Figure 1. Routing congestion map.
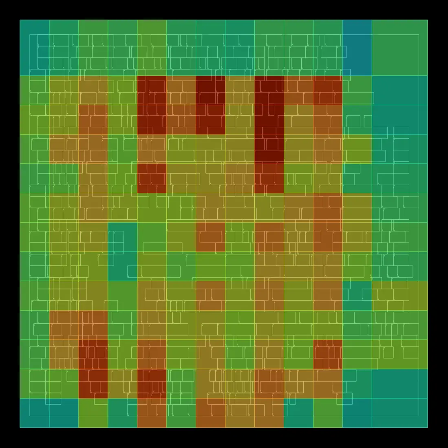
Figure 2. Clock wires, drivers and flops.
Scale: 4 px per um.
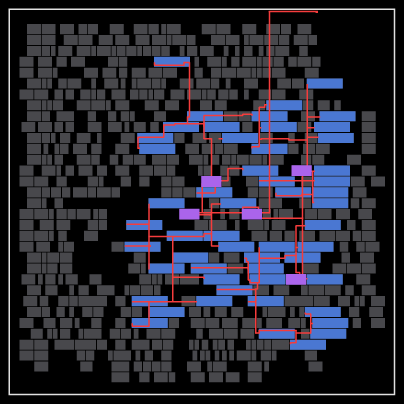
## src/rtl/ipsxe_floating_point_find_one_arbiter_v1_0_if.sv

```systemverilog
// ipsxe_floating_point_find_one_arbiter_v1_0_if: requester/finder bus of the shared leading-one finder arbiter.
interface ipsxe_floating_point_find_one_arbiter_v1_0_if #(
   parameter int NUM_REQ = 4
);
   logic                   i_clken;
   logic [NUM_REQ-1:0]     i_req;
   logic [32*NUM_REQ-1:0]  i_din;
   logic [NUM_REQ-1:0]     o_gnt;
   logic [31:0]            o_fo_din;
   logic [4:0]             i_fo_index;
   logic [NUM_REQ-1:0]     o_rsp_valid;
   logic [4:0]             o_rsp_index;
   logic                   o_rsp_zero;
   logic                   o_busy;
   modport slave (
      input  i_clken, i_req, i_din, i_fo_index,
      output o_gnt, o_fo_din, o_rsp_valid, o_rsp_index, o_rsp_zero, o_busy
   );
   modport master (
      output i_clken, i_req, i_din, i_fo_index,
      input  o_gnt, o_fo_din, o_rsp_valid, o_rsp_index, o_rsp_zero, o_busy
   );
endinterface

```

## src/rtl/ipsxe_floating_point_find_one_arbiter_v1_0.sv

```systemverilog
// ipsxe_floating_point_find_one_arbiter_v1_0: shares one pipelined leading-one finder among NUM_REQ lanes.
// Define IPSXE_FLT_FIND_ONE_ARB_FIXED_PRIO_EN for lowest-lane-wins priority instead of round robin.
module ipsxe_floating_point_find_one_arbiter_v1_0 #(
   parameter int NUM_REQ = 4,
   parameter int LATENCY = 3
) (
   input logic i_clk,
   input logic i_rst_n,
   ipsxe_floating_point_find_one_arbiter_v1_0_if.slave bus
);
   localparam int PW = $clog2(NUM_REQ);
   localparam int CW = $clog2(LATENCY + 2);
   logic [PW-1:0]      w_win, w_idx;
   logic               w_g;
   logic [31:0]        w_word;
   logic [31:0]        r_fo_din;
   logic [LATENCY:0]   r_vld, r_zero;
   logic [PW-1:0]      r_id [0:LATENCY];
   logic [CW-1:0]      r_cnt;
`ifndef IPSXE_FLT_FIND_ONE_ARB_FIXED_PRIO_EN
   logic [PW-1:0]      r_ptr;
`endif
   // Scan from the highest offset down so the lowest offset from the search start wins.
   always_comb begin
      w_win = '0;
      w_idx = '0;
      for (int k = NUM_REQ - 1; k >= 0; k--) begin
`ifdef IPSXE_FLT_FIND_ONE_ARB_FIXED_PRIO_EN
         w_idx = PW'(k);
`else
         w_idx = PW'((int'(r_ptr) + k) % NUM_REQ);
`endif
         if (bus.i_req[w_idx]) w_win = w_idx;
      end
   end
   assign w_g    = bus.i_clken & (|bus.i_req);
   assign w_word = bus.i_din[32*w_win +: 32];
   assign bus.o_gnt       = w_g ? NUM_REQ'(1) << w_win : '0;
   assign bus.o_fo_din    = r_fo_din;
   assign bus.o_rsp_valid = r_vld[LATENCY] ? NUM_REQ'(1) << r_id[LATENCY] : '0;
   assign bus.o_rsp_index = (r_vld[LATENCY] & ~r_zero[LATENCY]) ? bus.i_fo_index : '0;
   assign bus.o_rsp_zero  = r_vld[LATENCY] & r_zero[LATENCY];
   assign bus.o_busy      = r_cnt != '0;
   // Tag line shifts only on enabled edges so it stays aligned with the finder pipeline.
   always_ff @(posedge i_clk or negedge i_rst_n)
      if (!i_rst_n) begin
         r_fo_din <= '0;
         r_vld    <= '0;
         r_zero   <= '0;
         r_cnt    <= '0;
         for (int s = 0; s <= LATENCY; s++) r_id[s] <= '0;
`ifndef IPSXE_FLT_FIND_ONE_ARB_FIXED_PRIO_EN
         r_ptr    <= '0;
`endif
      end else if (bus.i_clken) begin
         r_fo_din  <= w_g ? w_word : '0;
         r_vld[0]  <= w_g;
         r_zero[0] <= w_g & (w_word == '0);
         r_id[0]   <= w_win;
         for (int s = LATENCY; s > 0; s--) begin
            r_vld[s]  <= r_vld[s-1];
            r_zero[s] <= r_zero[s-1];
            r_id[s]   <= r_id[s-1];
         end
         r_cnt <= r_cnt + CW'(w_g) - CW'(r_vld[LATENCY]);
`ifndef IPSXE_FLT_FIND_ONE_ARB_FIXED_PRIO_EN
         if (w_g) r_ptr <= (w_win == PW'(NUM_REQ - 1)) ? '0 : w_win + PW'(1);
`endif
      end
endmodule

```

## src/flat_wrapper.sv

```systemverilog
// flat-port wrapper written by rule: the top's interface ports become plain ports
module ipsxe_floating_point_find_one_arbiter_v1_0_flat 
#(
   parameter int NUM_REQ = 4,
   parameter int LATENCY = 3
)
  (i_clk, i_rst_n, bus_i_clken, bus_i_req, bus_i_din, bus_i_fo_index, bus_o_gnt, bus_o_fo_din, bus_o_rsp_valid, bus_o_rsp_index, bus_o_rsp_zero, bus_o_busy);
  ipsxe_floating_point_find_one_arbiter_v1_0_if #(.NUM_REQ(NUM_REQ)) bus_i ();
  input logic i_clk;
  input logic i_rst_n;
  input wire logic [$bits(bus_i.i_clken)-1:0] bus_i_clken;
  input wire logic [$bits(bus_i.i_req)-1:0] bus_i_req;
  input wire logic [$bits(bus_i.i_din)-1:0] bus_i_din;
  input wire logic [$bits(bus_i.i_fo_index)-1:0] bus_i_fo_index;
  output wire logic [$bits(bus_i.o_gnt)-1:0] bus_o_gnt;
  output wire logic [$bits(bus_i.o_fo_din)-1:0] bus_o_fo_din;
  output wire logic [$bits(bus_i.o_rsp_valid)-1:0] bus_o_rsp_valid;
  output wire logic [$bits(bus_i.o_rsp_index)-1:0] bus_o_rsp_index;
  output wire logic [$bits(bus_i.o_rsp_zero)-1:0] bus_o_rsp_zero;
  output wire logic [$bits(bus_i.o_busy)-1:0] bus_o_busy;
  assign bus_i.i_clken = bus_i_clken;
  assign bus_i.i_req = bus_i_req;
  assign bus_i.i_din = bus_i_din;
  assign bus_i.i_fo_index = bus_i_fo_index;
  assign bus_o_gnt = bus_i.o_gnt;
  assign bus_o_fo_din = bus_i.o_fo_din;
  assign bus_o_rsp_valid = bus_i.o_rsp_valid;
  assign bus_o_rsp_index = bus_i.o_rsp_index;
  assign bus_o_rsp_zero = bus_i.o_rsp_zero;
  assign bus_o_busy = bus_i.o_busy;
  ipsxe_floating_point_find_one_arbiter_v1_0 #(.NUM_REQ(NUM_REQ), .LATENCY(LATENCY)) u_core (.i_clk(i_clk), .i_rst_n(i_rst_n), .bus(bus_i));
endmodule
```

## config.mk

```make
export PLATFORM = sky130hd
export DESIGN_NAME = ipsxe_floating_point_find_one_arbiter_v1_0_flat
export DESIGN_NICKNAME = d
export VERILOG_FILES = /design/src/rtl/ipsxe_floating_point_find_one_arbiter_v1_0_if.sv /design/src/rtl/ipsxe_floating_point_find_one_arbiter_v1_0.sv /design/src/flat_wrapper.sv
export SDC_FILE = /design/constraint.sdc
export NUM_CORES = 1
export LEC_CHECK = 0
export CORE_MARGIN = 2
export CORE_UTILIZATION = 39
export CTS_CLUSTER_DIAMETER = 200
export DETAILED_ROUTE_END_ITERATION = 7
export PLACE_DENSITY = 0.82
export SYNTH_ARGS = -nofsm -noshare
export SYNTH_HDL_FRONTEND = slang
export SYNTH_SLANG_ARGS = --single-unit
```

## constraint.sdc

```tcl
create_clock -name i_clk -period 4 [get_ports i_clk]
set_clock_uncertainty 0.15 [all_clocks]
set_input_delay 1.2 -clock i_clk [delete_from_list [all_inputs] [get_ports i_clk]]
set_output_delay 1.2 -clock i_clk [all_outputs]
set_load 0.02 [all_outputs]
```

==> Slide: Implementation Results <==
Run Summary

Pwr
  • VDD IR max: 0.359 mV
  • P_seq: 853 uW
  • Clock Power: 312 uW
  • Main power group: combinational cells

Timing
  • Fmax: 0.257 GHz
  • Final hold viol count: 0
  • Setup TNS: 0 ns
  • Actual slew at the worst max-slew pin: 0.787 ns
  • Fin worst setup slack: 0.115 ns

Synth
  • Synth Seq Share: 40.3%
  • Netlist Area Pre-Place: 3290 um^2
  • Compound Share, Synth: 24.3%
  • Post-synthesis simple-gate area fraction: 21.2%
  • Synthesis warning total: 0
  • Yosys top cell area share: 40.3%

Placed design
  • Pre-CTS setup slack: -0.621 ns
  • Cell Area, Placed: 5360 um^2
  • GPL Wtd Cong: 0.849

Clocking
  • # resized after CTS: 31
  • CTS H-tree depth: 2

Final layout
  • Layout Nets: 708
  • Area growth from synthesis to layout: 66.5%

Floorplanning
  • Chip width: 95.9 um

Critical path
  • Critical Path Source: bus_i_req[0]
  • CP Class: in2out
  • R2R Setup Slk: 1.03 ns

Status
  • Status: complete, no violations

Global routing
  • Initial antenna violation count: 0
## Picture notes: Figure 1
GR Util met3: 3.84%
Avg WL per Cell: 17.1 um

## Picture notes: Figure 2
[purple] clock-net drivers | count: 5
[red] clock wires | length: 564 um
[blue] flip-flops | count: 53
routed clock nets: 6

-- state kept, by name (all words and copies together) (netlist names) --
| register | count |
|---|---|
| u_core.bus.o_fo_din | 32 |
| u_core.r_cnt | 3 |
| u_core.r_id | 8 |
| u_core.r_ptr | 2 |
| u_core.r_vld | 4 |
| u_core.r_zero | 4 |
-- metal layers --
layer  up-vias  routed length [um]  GRT usage, %
met5         -                   0             0
met4         0                 288          7.62
met3        19                 674          3.84
met2       145                5700          41.5
met1      1662                4750          31.1
li1       1733                   -             -
-- per-stage QoR --
stage / power (uW) / hold slack (ns)
floorplan: 1810 / 0.289
global placement: 2560 / 0.307
detailed placement: 2620 / 0.313
CTS: 2950 / 0.329
global route: 3140 / 0.355
finish: 2940 / 0.323
-- critical path, delay by kind of cell --
family / cells / cell delay (ns)
compound gates: 1 / 0.18
fa+ha+maj: 1 / 0.17
buf+inv: 3 / 0.47
simple gates: 3 / 0.51
-- Yosys cell counts (all sizes together) --
master and count:
a211oi 30, a21o 2, a21oi 3, a22o 26, a31o 4, a31oi 26
and2 12, and3 30, and3b 1, and4 1, buf 17, clkbuf 15
clkinv 1, dfrtp 53, fa 1, ha 6, inv 9, mux2 14
nand2 79, nand2b 2, nand3 4, nand4 2, nor2 5, nor2b 1
nor3b 1, nor4 6, o21ai 3, o221ai 1, o22ai 1, o2bb2ai 7
o31ai 1, or3 1, xnor2 1, xor2 1
-- area by class of cell --
class,count,area [um^2],share of cell area [%]
Clock inverter,2,13.8,0.251
Sequential cell,53,1330,24.2
Clock buffer,6,82.6,1.51
Timing Repair Buffer,219,2090,38.1
Multi-Input combinational cell,272,1810,32.9
Inverter,10,37.5,0.684
Tap cell,105,131,2.40
No activity file was given, so power comes from the tool's default toggle rates.
